==> run_1/pdn.png <==
Pins as bars on the die edge.
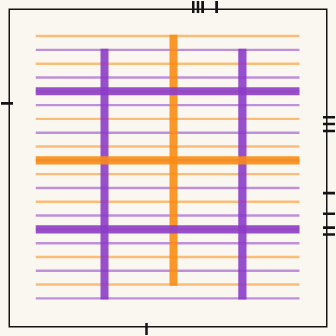
==> run_1/cell_classes.png <==
Scale bar: 20 um.
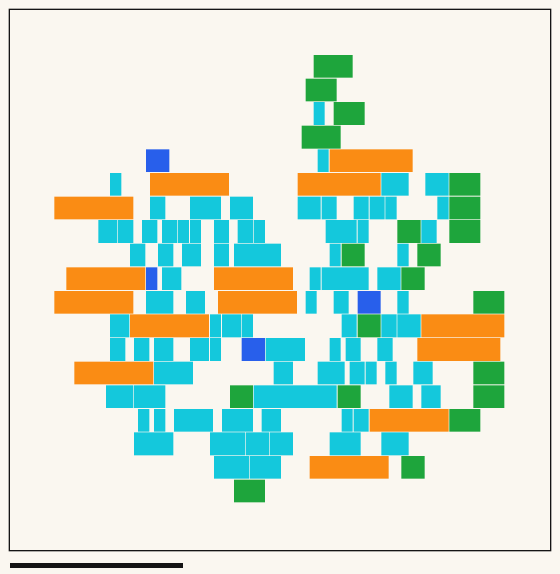
==> run_1/clock_map.png <==
Scale bar: 20 um.
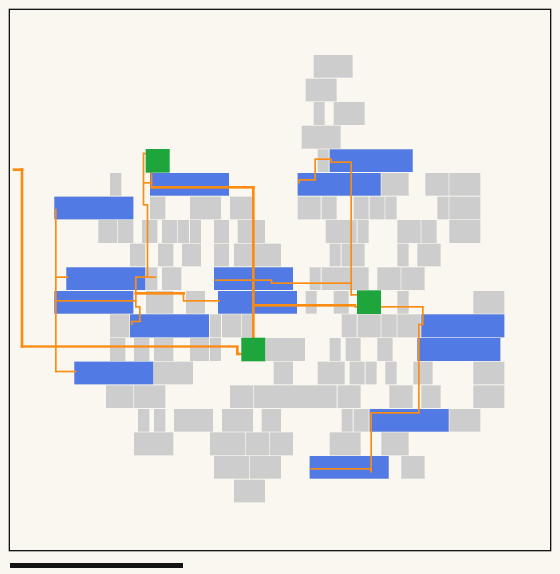
==> config.mk <==
export PLATFORM = sky130hd
export DESIGN_NAME = intersection_phase_sequencer
export DESIGN_NICKNAME = d
export VERILOG_FILES = /design/src/rtl/intersection_phase_sequencer.sv
export SDC_FILE = /design/constraint.sdc
export NUM_CORES = 1
export LEC_CHECK = 0
export ABC_AREA = 0
export CORE_MARGIN = 5
export CORE_UTILIZATION = 34
export DETAILED_ROUTE_END_ITERATION = 8
export SLEW_MARGIN = 40
export SYNTH_ARGS = -nofsm -noshare
export SYNTH_HDL_FRONTEND = slang
export SYNTH_SLANG_ARGS = --single-unit
==> constraint.sdc <==
create_clock -name clk -period 2.44 [get_ports clk]
set_input_delay 0.488 -clock clk [delete_from_list [all_inputs] [get_ports clk]]
set_output_delay 0.488 -clock clk [all_outputs]
set_load 0.01 [all_outputs]
==> PnR_summary.wiki, run 1 <==
== Flow metrics ==
{| class="wikitable"
! Metric !! Value
|-
| Total die size || 3880 sq um
|-
| First-pass GRT wire length || 3860 um
|-
| Gate power share || 58.9%
|-
| Clock sink count || 14
|-
| Biggest consumer || combinational logic
|-
| Hold Crit Class || flop to flop
|-
| Number of design rule violations left after detail routing || 0
|-
| Setup bufs post-CTS || 0
|-
| Cell area after technology mapping || 928 sq um
|-
| Period minus WS final || approximately 2200 ps
|-
| Pleak || 0.518 nW
|-
| Instance count on the critical path || 4
|-
| Post-synthesis async set-or-reset flop share || 100%
|-
| Detailed router's first-iteration violation count || 30
|-
| Post-CTS resize count || 1
|-
| Yosys stat cell total || between 100 and 150
|-
| Cell family with the largest share of critical-path delay || buffers and inverters
|-
| Detailed Route WL || 2150 um
|-
| Min setup slack post-route || 235 ps
|-
| Clock slew at reported path FFs || about 90 ps
|-
| Routed Antenna Nets || 0
|-
| Largest register FFs || 8
|-
| Non-Filler Instances || 154
|-
| Worst Hold Margin || roughly 520 ps
|-
| CTS tree || done
|-
| Via density per instance || 5.58
|-
| Synth Area in XOR/XNOR || 0.943%
|-
| Final RePlAce weighted congestion || 0.785
|-
| Hold Crit Depth || 2
|-
| Number of antenna violations at the first check in global routing || 0
|-
| Type of element capturing the critical path || primary output
|-
| Final hold violation count || 0
|-
| Result of the run || completed
|-
| OpenROAD warning count || 28
|-
| Share of post-route cells with drive strength above 1 || 18.7%
|-
| Mean post-synth cell area || ~9 sq um
|-
| Global router's overall resource usage || 11.9%
|-
| Buffers & Inverters on Critical Path || 3
|-
| Tally of filler cells in the layout || 277
|-
| CP Launch Type || flop
|-
| Yosys cell types || around 41
|-
| Critical Path, Cell by Cell || buf_4, inv_1, nor3_2, clkdlybuf4s50_1
|-
| Highest attainable clock frequency || 453 MHz
|-
| Arithmetic-cell share of the synthesized area counting full adders, half adders and majority gates || 4.04%
|-
| Number of placed instances, taps included || 146
|-
| Total power || roughly 0.0013 W
|-
| Drt wl/cell || 14.0 um
|-
| Portion of synthesized cell area occupied by the leading cell type || 35.0%
|-
| Synth top area cells || sky130_fd_sc_hd__dfrtp_1 35%, sky130_fd_sc_hd__nor3_1 4.3%, sky130_fd_sc_hd__ha_1 4.0%
|-
| Post-Place Cell Area || 1100 sq um
|-
| Dominant cell type by area after synthesis || sky130_fd_sc_hd__dfrtp_1
|-
| Htree depth || 1
|-
| Half-perimeter wire length after detailed placement || approximately 1600 um
|-
| Count of nets after finishing || ~130
|-
| Worst reg-to-reg path cell count || 6
|-
| Simple-Gate Fraction of Synth Area || ~29%
|-
| Area growth from synthesis to layout || 26.0%
|-
| Synthesized-area fraction occupied by ao, oa, aoi and oai cells || 21.6%
|-
| Setup Total Neg Slack || 0 ps
|-
| I/O pins || 13
|-
| Max Transition Viols Final || 0
|-
| Number of port buffers || 12
|-
| Number of buffers added by the clock tree synthesis step || 3
|-
| Setup slack, reg-to-reg || between 200 and 300 ps
|-
| Root Buffer Master || sky130_fd_sc_hd__clkbuf_4
|-
| Syn_nets || ~110
|}
## Picture notes: pdn.png
Purple stands for VSS. Orange stands for VDD.
The core has 19 rows. 3 straps on met4. 20 met1 rails follow the rows. 13 signal pins sit on the boundary. 3 straps on met5.
die y size: 62.3 um
Die W: 62.3 um
core footprint: 2690 sq um
Peak VDD IR: 0.646 mV

## Picture notes: cell_classes.png
Green stands for other buffers and delay cells, cells 20, share of their area 16%. Cyan stands for all other logic, cells 85, share of their area 50%. Blue stands for clock drivers and dummy loads, cells 4, share of their area 2.3%. Orange stands for flip-flops, cells 14, share of their area 31%.
Row Count: 19
share of the core filled with cells: 43.5%
share of cell area taken by flip-flops and latches: 30.4%
final instance area: 1170 sq um

## Picture notes: clock_map.png
Orange stands for clock wires, length 243 um. Blue stands for flip-flops, count 14. Green stands for cells driving clock nets, count 3.
There are 4 routed clock nets.
worst-skew pair later-pin latency: 290 ps
power of the clock network: 0.000145 W
clock network fraction of total power: 10.8%
worst-case clock skew: 1.07 ps

[run 1: worst reg2reg max path: cells and delay by family (launching register included)]
family / cells / cell delay (ps)
DFF: 1 / 410
and+or+nand+nor: 2 / 840
adders and majority gates: 1 / 190
buffers and inverters: 1 / 80
AOI/OAI and AO/OA: 2 / 530
[run 1: routing by layer]
layer	vias up	track usage, %	share of wire, %	wire length [um]
met1	407	14.4	47	1010
met2	21	18.5	46	985
li1	425	-	-	-
met5	-	0	0	0
met4	0	5.84	2.0	44
met3	7	4.32	5.3	114
[run 1: area by class of cell]
cell class                 count  area [sq um]  area share, %
clock buffer                   4          26.3           2.25
inverter                       6          22.5           1.93
multi-input combinational     79           542           46.3
sequential                    14           355           30.4
tap                           31          38.8           3.32
timing repair buffer          20           185           15.8
## Run 2: what changed since run 1
clock period = 2.6 ns   (was 2.44 ns; I/O delays follow)
==> PnR_summary.wiki, run 2 <==
== Flow metrics ==
{| class="wikitable"
! Metric !! Value
|-
| Drt wl/cell || 13.8 um (was 14.0 um)
|-
| Total die size || 3880 sq um (unchanged)
|-
| Yosys stat cell total || 103 (unchanged)
|-
| Global routing's busiest layer || met2 (unchanged)
|-
| Biggest Area Class || multi-input combinational cells (unchanged)
|-
| Period minus WS final || 2500 ps
|-
| Portion of synthesized cell area occupied by the leading cell type || 35.0% (unchanged)
|-
| Peak VDD IR || 0.568 mV (was 0.646 mV)
|-
| Clock slew at reported path FFs || 90 ps (about the same)
|-
| Multi-input combinational cell area || 542 sq um (unchanged)
|-
| Critical Path, Cell by Cell || or3b_2, inv_1, clkdlybuf4s50_1 (was buf_4, inv_1, nor3_2, clkdlybuf4s50_1)
|-
| FF/Latch Area || 352 sq um (was 355 sq um)
|-
| Synth Area in XOR/XNOR || 0.943% (unchanged)
|-
| Detailed route wirelength on metal3 || 76 um (was 114 um)
|-
| Routed Antenna Nets || 0 (unchanged)
|-
| Global-route met3 utilization || 4.32% (unchanged)
|-
| Mean post-synth cell area || 9.01 sq um (unchanged)
|-
| Arithmetic-cell share of the synthesized area counting full adders, half adders and majority gates || 4.04% (unchanged)
|-
| Synthesized-area fraction occupied by ao, oa, aoi and oai cells || 21.6% (unchanged)
|-
| Post-synthesis async set-or-reset flop share || 100% (unchanged)
|-
| Top metal layer carrying routed signals || met4 (unchanged)
|-
| Global router's overall resource usage || 11.4% (was 11.9%)
|-
| Met2 track demand over resource || 18.7% (was 18.5%)
|-
| Detailed router's first-iteration violation count || 25 (was 30)
|-
| Die W || 62.3 um (unchanged)
|-
| Result of the run || completed (unchanged)
|-
| Highest attainable clock frequency || 399 MHz
|-
| Count of nets after finishing || 124 (was 131)
|-
| Clock network fraction of total power || 12.9% (was 10.8%)
|-
| Multi-Input Combinational || 79 (unchanged)
|-
| Setup bufs post-CTS || 0 (unchanged)
|-
| Die y size || 62.3 um (unchanged)
|-
| Seq Cell Count || 14 (unchanged)
|-
| Syn_nets || 110 (unchanged)
|-
| Max Transition Viols Final || 0 (unchanged)
|-
| Dominant cell type by area after synthesis || sky130_fd_sc_hd__dfrtp_1 (unchanged)
|-
| Max Buffers Root-to-Sink || 2 (unchanged)
|-
| Hold Crit Depth || 2 (unchanged)
|-
| Plain + repair buffers || 13 (was 20)
|-
| Well-tap cell count || 31 (unchanged)
|-
| Final RePlAce weighted congestion || 0.749 (was 0.785)
|-
| Met1 Routed Length || 953 um (was 1010 um)
|-
| Clock sink count || 14 (unchanged)
|-
| Hold Crit Class || flop to flop (unchanged)
|-
| Setup Total Neg Slack || 0 ps (unchanged)
|-
| Synth top area cells || sky130_fd_sc_hd__dfrtp_1 35%, sky130_fd_sc_hd__nor3_1 4.3%, sky130_fd_sc_hd__ha_1 4.0% (unchanged)
|-
| Half-perimeter wire length after detailed placement || 1550 um (was 1580 um)
|-
| Worst-skew pair later-pin latency || 280 ps (was 290 ps)
|-
| OpenROAD warning count || 28 (unchanged)
|-
| Worst-case clock skew || 2.12 ps (was 1.07 ps)
|-
| Detailed Route WL || 2020 um (was 2150 um)
|-
| Cell family with the largest share of critical-path delay || buffers and inverters (unchanged)
|-
| CP Launch Type || flop (unchanged)
|-
| Htree depth || 1 (unchanged)
|-
| Type of element capturing the critical path || primary output (unchanged)
|-
| Post-Place Cell Area || 1080 sq um (was 1100 sq um)
|-
| Number of antenna violations at the first check in global routing || 0 (unchanged)
|-
| Worst reg-to-reg path cell count || 6 (unchanged)
|-
| Simple-Gate Fraction of Synth Area || 29.1% (unchanged)
|-
| Cell area after technology mapping || 928 sq um (unchanged)
|-
| CTS tree || done (unchanged)
|-
| Switching power as a share of total power || 42.8% (was 42.4%)
|-
| Combinational fraction of the cell area || 48.4% (was 46.3%)
|-
| Instance count on the critical path || 3 (was 4)
|-
| Total of clock buffers placed in the layout || 4 (unchanged)
|-
| Root Buffer Master || sky130_fd_sc_hd__clkbuf_4 (unchanged)
|-
| Clock distribution area overhead in the final layout || 3.24% (was 2.25%)
|-
| Count of inverters other than clock inverters in the layout || 6 (unchanged)
|-
| Setup slack, reg-to-reg || 420 ps (was 290 ps)
|-
| Gate power share || 54.6% (was 58.9%)
|-
| Worst Hold Margin || 522 ps (was 521 ps)
|-
| Share of post-route cells with drive strength above 1 || 12.1% (was 18.7%)
|-
| Largest register FFs || 8 (unchanged)
|-
| Area growth from synthesis to layout || 20.5% (was 26.0%)
|-
| Post-CTS resize count || 0 (was 1)
|-
| GRT met1 Usage || 14.2% (was 14.4%)
|-
| Number of port buffers || 12 (unchanged)
|-
| Detail Route met2 WL || 983 um (was 985 um)
|-
| Signal buf overhead || 11.4% (was 15.8%)
|-
| I/O pins || 13 (unchanged)
|-
| First-pass GRT wire length || 3710 um (was 3860 um)
|-
| Final hold violation count || 0 (unchanged)
|-
| Via density per instance || 5.44 (was 5.58)
|-
| Number of design rule violations left after detail routing || 0 (unchanged)
|}
-- run 2: netlist changes by cell type in the layout (fill, tap and decap cells not counted), sizes merged --
cell	delta
dlymetal6s2s	-2
buf	-7
clkdlybuf4s50	+2
-- run 2: through the flow --
step           power, W  cells  setup WS (ps)
2_1_floorplan  0.000813    103            573
3_3_place_gp    0.00105    143            122
3_5_place_dp    0.00106    143           78.3
4_1_cts         0.00122    147           97.4
5_1_grt         0.00133    147           12.0
6_report        0.00121    147           96.5
-- run 2: power by group through the flow --
stage	Clock, W	Combinational, W	Sequential, W
final	0.000157	0.000662	0.000393
after global routing	0.000171	0.000741	0.000413
after global placement	0	0.000654	0.000393
after CTS	0.000162	0.000664	0.000393
after floorplan	0	0.000459	0.000354
after detailed placement	0	0.000662	0.000397
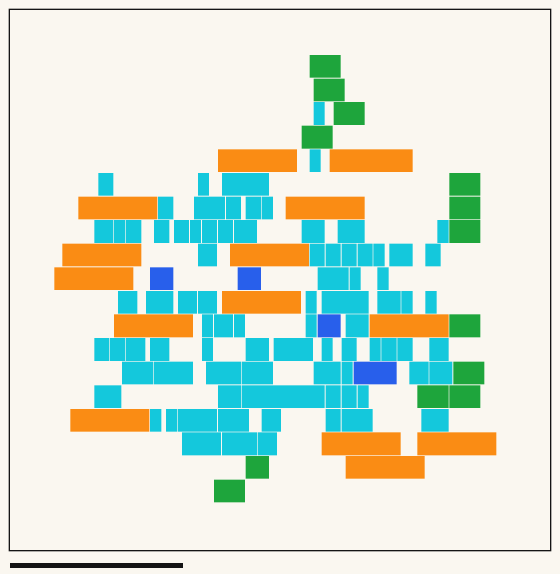
(run_2/cell_classes.png)
Scale bar: 20 um.
Blue stands for clock drivers and dummy loads, cells 4, share of their area 3.4%. Green stands for other buffers and delay cells, cells 13, share of their area 12%. Orange stands for flip-flops, cells 14, share of their area 33%. Cyan stands for all other logic, cells 85, share of their area 52%.
final instance area: 1120 sq um
share of cell area taken by flip-flops and latches: 31.4%
share of the core filled with cells: 41.6%

Power is estimated from default activity; no workload was simulated.
